## src/rtl/k2_ctrl_pkg.sv

```systemverilog
// -----------------------------------------------------------------------------
// k2_ctrl_pkg
// Shared types and sizes for the K2 run controller.
//   state_t    : run lifecycle states (IDLE, RUN, DONE)
//   PROG_DEPTH : number of instruction words in the program RAM
//   INST_W     : instruction word width
//   PC_W       : width of the core program address
// -----------------------------------------------------------------------------
package k2_ctrl_pkg;

  localparam int PROG_DEPTH = 16;
  localparam int INST_W     = 8;
  localparam int PC_W       = 4;

  typedef enum logic [1:0] {
    IDLE = 2'd0,
    RUN  = 2'd1,
    DONE = 2'd2
  } state_t;

endpackage : k2_ctrl_pkg

```

## src/rtl/k2_result_fifo.sv

```systemverilog
// -----------------------------------------------------------------------------
// k2_result_fifo
// Synchronous show-ahead FIFO that buffers core results for the consumer.
// A push into a full FIFO is accepted only when a pop happens in the same
// cycle; otherwise the caller is expected to treat the value as dropped.
//
// Ports:
//   clk          : clock, rising edge
//   rst          : synchronous active-high reset, empties the FIFO
//   i_push       : write request
//   i_push_data  : data to write
//   i_pop        : read request, ignored while empty
//   o_full       : FIFO holds FIFO_DEPTH entries
//   o_empty      : FIFO holds no entries
//   o_head       : oldest entry, valid whenever o_empty is low
// -----------------------------------------------------------------------------
module k2_result_fifo #(
  parameter int BITS       = 8,
  parameter int FIFO_DEPTH = 4
) (
  input  logic            clk,
  input  logic            rst,
  input  logic            i_push,
  input  logic [BITS-1:0] i_push_data,
  input  logic            i_pop,
  output logic            o_full,
  output logic            o_empty,
  output logic [BITS-1:0] o_head
);

  localparam int AW = (FIFO_DEPTH > 1) ? $clog2(FIFO_DEPTH) : 1;
  localparam int CW = $clog2(FIFO_DEPTH + 1);

  logic [BITS-1:0] r_mem [FIFO_DEPTH];
  logic [AW-1:0]   r_wptr;
  logic [AW-1:0]   r_rptr;
  logic [CW-1:0]   r_count;

  logic w_do_pop;
  logic w_do_push;

  function automatic logic [AW-1:0] ptr_inc(input logic [AW-1:0] p);
    return (p == AW'(FIFO_DEPTH - 1)) ? '0 : p + 1'b1;
  endfunction

  assign o_full  = (r_count == CW'(FIFO_DEPTH));
  assign o_empty = (r_count == '0);
  assign o_head  = r_mem[r_rptr];

  // A pop frees the slot the push needs, so full-with-pop still accepts.
  assign w_do_pop  = i_pop && !o_empty;
  assign w_do_push = i_push && (!o_full || w_do_pop);

  // NOTE: sequential state is updated with non-blocking assignments so every
  // register samples the values from before the edge, independent of order.
  always_ff @(posedge clk) begin
    if (rst) begin
      r_wptr  <= '0;
      r_rptr  <= '0;
      r_count <= '0;
    end else begin
      if (w_do_push) r_wptr <= ptr_inc(r_wptr);
      if (w_do_pop)  r_rptr <= ptr_inc(r_rptr);
      case ({w_do_push, w_do_pop})
        2'b10:   r_count <= r_count + 1'b1;
        2'b01:   r_count <= r_count - 1'b1;
        default: r_count <= r_count;
      endcase
    end
  end

  // NOTE: storage arrays carry no reset; the pointers and count alone define
  // which entries are meaningful, and leaving the array unreset lets it map
  // onto plain RAM.
  always_ff @(posedge clk) begin
    if (w_do_push) r_mem[r_wptr] <= i_push_data;
  end

endmodule : k2_result_fifo

```

## src/rtl/k2_run_controller.sv

```systemverilog
// -----------------------------------------------------------------------------
// k2_run_controller
// Owns the K2 instruction RAM and run lifecycle. A 16-word program is loaded
// over a valid/ready port, the core is released from reset on start, run for
// MAX_CYCLES cycles, and every change of its Ro output is queued in a result
// FIFO for a downstream consumer.
//
// Build option:
//   K2_HALT_DETECT_EN : when defined, a run also ends when core_pc repeats
//                       its previous-cycle value (self-jump), and the
//                       'halted' output reports that termination cause.
//
// Ports:
//   clk, rst               : clock and synchronous active-high reset
//   load_valid/data/last   : program word stream; load_ready accepts
//   start                  : pulse to begin a run with a valid program
//   busy / done            : in RUN / in DONE
//   overflow               : sticky, a result was dropped on a full FIFO
//   core_rst_n             : active-low reset to the core
//   core_pc / core_inst    : fetch address in, instruction out (async read)
//   core_ro                : core result output
//   res_valid/data/ready   : show-ahead result FIFO read port
//   halted                 : (K2_HALT_DETECT_EN only) run ended by self-jump
// -----------------------------------------------------------------------------
module k2_run_controller
  import k2_ctrl_pkg::*;
#(
  parameter int BITS       = 8,
  parameter int MAX_CYCLES = 255,
  parameter int FIFO_DEPTH = 4
) (
  input  logic              clk,
  input  logic              rst,
  input  logic              load_valid,
  input  logic [INST_W-1:0] load_data,
  input  logic              load_last,
  output logic              load_ready,
  input  logic              start,
  output logic              busy,
  output logic              done,
  output logic              overflow,
  output logic              core_rst_n,
  input  logic [PC_W-1:0]   core_pc,
  output logic [INST_W-1:0] core_inst,
  input  logic [BITS-1:0]   core_ro,
  output logic              res_valid,
  output logic [BITS-1:0]   res_data,
  input  logic              res_ready
`ifdef K2_HALT_DETECT_EN
  ,
  output logic              halted
`endif
);

  // Wide enough to hold MAX_CYCLES-1 even when MAX_CYCLES is 1.
  localparam int CNT_W = $clog2(MAX_CYCLES + 1);

  state_t            r_state;
  state_t            w_next;

  logic [INST_W-1:0] r_mem [PROG_DEPTH];
  logic [PC_W-1:0]   r_wptr;
  logic              r_prog_valid;

  logic [CNT_W-1:0]  r_cycle;
  logic [BITS-1:0]   r_last_ro;
  logic              r_overflow;
  logic              r_done;
  logic              r_core_rst_n;

  logic              w_load_ready;
  logic              w_busy;
  logic              w_load_fire;
  logic              w_start_ok;
  logic              w_enter_run;
  logic              w_budget;
  logic              w_term;
  logic              w_ro_change;
  logic              w_fifo_full;
  logic              w_fifo_empty;
  logic              w_drop;

`ifdef K2_HALT_DETECT_EN
  logic [PC_W-1:0]   r_prev_pc;
  logic              r_pc_armed;
  logic              r_halted;
  logic              w_halt;
`endif

  // ---------------------------------------------------------------------------
  // Handshake and termination decode
  // ---------------------------------------------------------------------------
  assign w_load_fire = load_valid && w_load_ready;
  // A word accepted this cycle may invalidate the program, so it wins over start.
  assign w_start_ok  = start && r_prog_valid && !w_load_fire;
  assign w_budget    = (r_cycle == CNT_W'(MAX_CYCLES - 1));

`ifdef K2_HALT_DETECT_EN
  // r_pc_armed masks the first RUN cycle, whose previous pc is stale.
  assign w_halt = r_pc_armed && (core_pc == r_prev_pc);
  assign w_term = w_budget || w_halt;
`else
  assign w_term = w_budget;
`endif

  // ---------------------------------------------------------------------------
  // FSM: state register
  // ---------------------------------------------------------------------------
  always_ff @(posedge clk) begin
    if (rst) r_state <= IDLE;
    else     r_state <= w_next;
  end

  // ---------------------------------------------------------------------------
  // FSM: next state and combinational outputs
  // ---------------------------------------------------------------------------
  // NOTE: every signal driven here gets a default before the case statement,
  // so no path leaves one unassigned and no latch is inferred.
  always_comb begin
    w_next       = r_state;
    w_load_ready = 1'b1;
    w_busy       = 1'b0;
    case (r_state)
      IDLE: begin
        if (w_start_ok) w_next = RUN;
      end
      RUN: begin
        w_load_ready = 1'b0;
        w_busy       = 1'b1;
        if (w_term) w_next = DONE;
      end
      DONE: begin
        if (w_load_fire)     w_next = IDLE;
        else if (w_start_ok) w_next = RUN;
      end
      default: w_next = IDLE;
    endcase
  end

  assign w_enter_run = (w_next == RUN) && (r_state != RUN);

  // ---------------------------------------------------------------------------
  // Registered run outputs: follow the next state so they line up with it.
  // ---------------------------------------------------------------------------
  always_ff @(posedge clk) begin
    if (rst) begin
      r_done       <= 1'b0;
      r_core_rst_n <= 1'b0;
    end else begin
      r_done       <= (w_next == DONE);
      r_core_rst_n <= (w_next == RUN);
    end
  end

  // ---------------------------------------------------------------------------
  // Program load
  // ---------------------------------------------------------------------------
  always_ff @(posedge clk) begin
    if (rst) begin
      r_wptr       <= '0;
      r_prog_valid <= 1'b0;
    end else if (w_load_fire) begin
      r_wptr       <= load_last ? '0 : r_wptr + 1'b1;
      r_prog_valid <= load_last;
    end
  end

  always_ff @(posedge clk) begin
    if (!rst && w_load_fire) r_mem[r_wptr] <= load_data;
  end

  assign core_inst = r_mem[core_pc];

  // ---------------------------------------------------------------------------
  // Run budget and result change detection
  // ---------------------------------------------------------------------------
  always_ff @(posedge clk) begin
    if (rst) begin
      r_cycle <= '0;
    end else if (w_enter_run) begin
      r_cycle <= '0;
    end else if (r_state == RUN) begin
      r_cycle <= r_cycle + 1'b1;
    end
  end

  assign w_ro_change = (r_state == RUN) && (core_ro != r_last_ro);
  // Full implies non-empty, so res_ready alone tells whether a pop frees a slot.
  assign w_drop      = w_ro_change && w_fifo_full && !res_ready;

  // last_ro tracks every change, including dropped ones, so a dropped value
  // is not re-offered on the following cycle.
  always_ff @(posedge clk) begin
    if (rst) begin
      r_last_ro  <= '0;
      r_overflow <= 1'b0;
    end else if (w_enter_run) begin
      r_last_ro  <= '0;
      r_overflow <= 1'b0;
    end else begin
      if (w_ro_change) r_last_ro  <= core_ro;
      if (w_drop)      r_overflow <= 1'b1;
    end
  end

`ifdef K2_HALT_DETECT_EN
  // ---------------------------------------------------------------------------
  // Self-jump detection
  // ---------------------------------------------------------------------------
  always_ff @(posedge clk) begin
    if (rst) begin
      r_prev_pc  <= '0;
      r_pc_armed <= 1'b0;
      r_halted   <= 1'b0;
    end else begin
      r_prev_pc  <= core_pc;
      r_pc_armed <= (r_state == RUN) && (w_next == RUN);
      if (w_next != DONE)      r_halted <= 1'b0;
      else if (r_state == RUN) r_halted <= w_halt;
    end
  end

  assign halted = r_halted;
`endif

  // ---------------------------------------------------------------------------
  // Result FIFO
  // ---------------------------------------------------------------------------
  k2_result_fifo #(
    .BITS       (BITS),
    .FIFO_DEPTH (FIFO_DEPTH)
  ) u_result_fifo (
    .clk         (clk),
    .rst         (rst),
    .i_push      (w_ro_change),
    .i_push_data (core_ro),
    .i_pop       (res_ready),
    .o_full      (w_fifo_full),
    .o_empty     (w_fifo_empty),
    .o_head      (res_data)
  );

  // ---------------------------------------------------------------------------
  // Port drives
  // ---------------------------------------------------------------------------
  assign load_ready = w_load_ready;
  assign busy       = w_busy;
  assign done       = r_done;
  assign overflow   = r_overflow;
  assign core_rst_n = r_core_rst_n;
  assign res_valid  = !w_fifo_empty;

endmodule : k2_run_controller

```

## config.mk

```make
export PLATFORM = sky130hd
export DESIGN_NAME = k2_run_controller
export DESIGN_NICKNAME = d
export VERILOG_FILES = /design/src/rtl/k2_ctrl_pkg.sv /design/src/rtl/k2_result_fifo.sv /design/src/rtl/k2_run_controller.sv
export SDC_FILE = /design/constraint.sdc
export NUM_CORES = 1
export LEC_CHECK = 0
export CAP_MARGIN = 20
export CORE_MARGIN = 8
export CORE_UTILIZATION = 30
export CTS_CLUSTER_SIZE = 10
export DETAILED_ROUTE_END_ITERATION = 10
export MAX_ROUTING_LAYER = met4
export PLACE_DENSITY_LB_ADDON = 0.12
export SLEW_MARGIN = 20
export SYNTH_ARGS = -nofsm -noshare
export SYNTH_HDL_FRONTEND = slang
export SYNTH_SLANG_ARGS = --single-unit
```

## constraint.sdc

```tcl
create_clock -name clk -period 3.6 [get_ports clk]
set_clock_uncertainty 0.2 [all_clocks]
set_input_delay 0.72 -clock clk [delete_from_list [all_inputs] [get_ports clk]]
set_output_delay 0.72 -clock clk [all_outputs]
set_load 0.005 [all_outputs]
```

==> flow_summary.yaml <==
# yosys + openroad results
critical_path:
  critPathMaxFanout: 8
  critical-path-top-delay-family: "multiplexers"
  arrival_ps: 2640
  reg2reg_slack_ps: 920
  path_buffers: 3
  max_stage_delay_ps: 570
  crit_type: "primary input to primary output"
  critPathLaunch: "core_pc[0]"
  path_cells: "buf_4, buf_12, mux4_1, mux4_2, clkdlybuf4s50_1"
  crit_path_end: "core_inst[1]"
  r2r_end: "u_result_fifo.r_count[2]$_SDFFE_PP0P_"
  worst_path_max_delay_cell: "mux4_1"
synthesis:
  edf_count: 160
  ys_types: 41
  synth_cells: 441
  ys_warn_count: 0
  synth.comb.largest_family: "multiplexers"
  ff_type: "edfxtp_1"
  synth_seq_share_pct: 69.5
  mux_share_pct: 16.1
  fp_nets: 480
  syn_area_um2: 7920
  avgSynthCellArea_um2: 18.0
  ys_async_sr_fraction_pct: 0
  xor_share_pct: 1.77
pwr:
  ir_worst_vdd_mv: 0.234
  top_power_group: "sequential cells"
  p_per_area_nw_per_um2: 483
  power.leakage_nw: 3.25
  p_int_mw: 3.56
  p_seq_share_pct: 53.3
  switching_share_pct: 23.3
  pg_seq_mw: 2.47
  pwr.group.clock_mw: 1.86
  switchingPower_mw: 1.08
layout:
  nClkBuffers: 18
  layout.nonclk_buf_share_pct: 8.58
  clk_share_pct: 6.15
  flop-count: 195
  flop_area_um2: 5510
  nonClockBufferCount: 79
  largest_registers: "r_mem x128, u_result_fifo.r_mem x32"
  largest_class: "registers"
  inverters: 15
  logic_area_um2: 2220
  nNetsFinal: 558
  regMostFlops: "r_mem"
  lay_top_cells: "edfxtp_1 (160), clkdlybuf4s50_1 (43), dfxtp_1 (35)"
  final_area_um2: 9620
  syn2layout_area_growth_pct: 21.5
detailed_routing:
  avgViaCountPerCell: 4.61
  routedWlPerCell_um: 20.2
  drt-met1-wl_um: 8250
  drc: 0
  wl_met3_um: 527
  ant_nets: 0
  firstDrtPassIters: 4
  top_layer: "met4"
  route.met2.wl_um: 8570
floorplanning:
  fp_util_pct: 30.5
  tap_cells: 335
  core_area_um2: 26000
  floorplan.die.width_um: 178
  dieArea_um2: 31800
  row_count: 59
run_status:
  status: "completed"
clocking:
  insertion_delay_ps: 430
  cts_tree: "yes"
  cts.repair.resized: 4
  root_buffer: "clkbuf_16"
  clk_pin_slew_ps: 80
  cts_made_buffers: 17
  ctsHoldBuffers: 0
sta:
  setup_violations: 0
  fin_ws_ps: 40.4
  hold_viol: 0
  worstMarginPinSlew_ps: 680
  setup_tns_ps: 0
  layout_worst_path_cycle_share_pct: 98.9
  period_minus_slack_ps: 3560
  grt_setup_unrepaired: "false"
flow_run:
  max_cap_violations: 0
  tool_warnings: 33
global_route:
  use_met3_pct: 2.94
  grt_max_degree: 22
  grt.overflow.total: 0
  antenna_found_initial: 0
  top_usage_layer: "met2"
hold_path:
  whs_path_depth: 2
  hp-class: "register to register"
  min-delay-start: "r_last_ro[5]$_SDFFE_PP0P_"
place:
  dp_hpwl_um: 11200
  placed_area_um2: 8970
  io_buffers: 47
-- synth_stat cells (2+ instances only) --
cell type	count	area [um2]
dfxtp_1	35	701
buf_2	5	25.0
or3_1	4	25.0
mux4_1	24	631
nand2b_1	3	18.8
clkbuf_1	4	15.0
buf_1	7	26.3
nand4_1	5	31.3
buf_8	2	30.0
inv_1	15	56.3
nand3_1	5	25.0
nor2_1	21	78.8
edfxtp_1	160	4800
nand4b_1	2	17.5
mux4_2	24	541
or4b_1	2	20.0
a21oi_1	12	60.1
o21ai_0	2	10.0
and2_1	13	81.3
nor4_1	3	18.8
ha_1	12	150
a21o_1	2	15.0
nand2_1	34	128
and3_1	6	37.5
mux2i_1	9	90.1
xor2_1	15	131
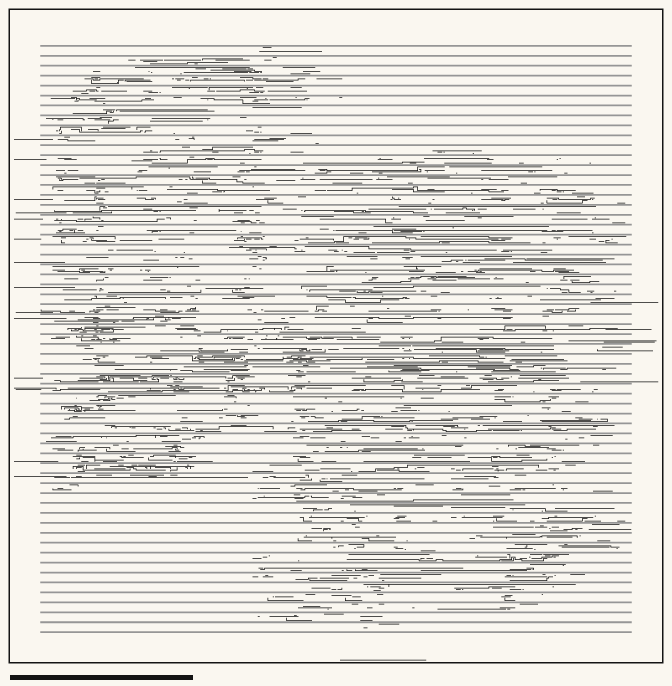
**Above:** the metal 1 layer.
The bar under the picture is 50 um long. Supply wires on this layer in gray.
The layer carries 8250 um of wire. The wires run mostly horizontal. The longest straight run is 58.0 um. 529 nets have wire on it.
vias: 3996
detailed-route wire length: 17500 um
M1 GR Usage: 15.6%

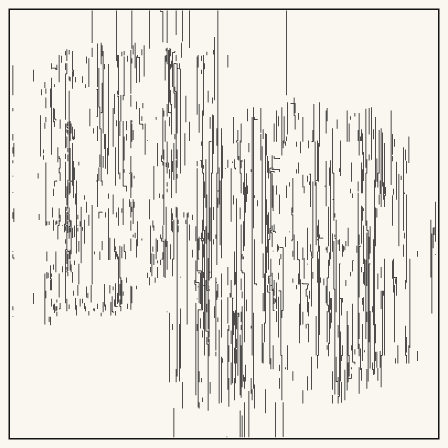
**Above:** metal 2.
The longest straight run is 99.3 um. The layer carries 8570 um of wire.
met2 usage: 18.8%

Power figures rest on the tool's default switching activity, not on a simulated workload.
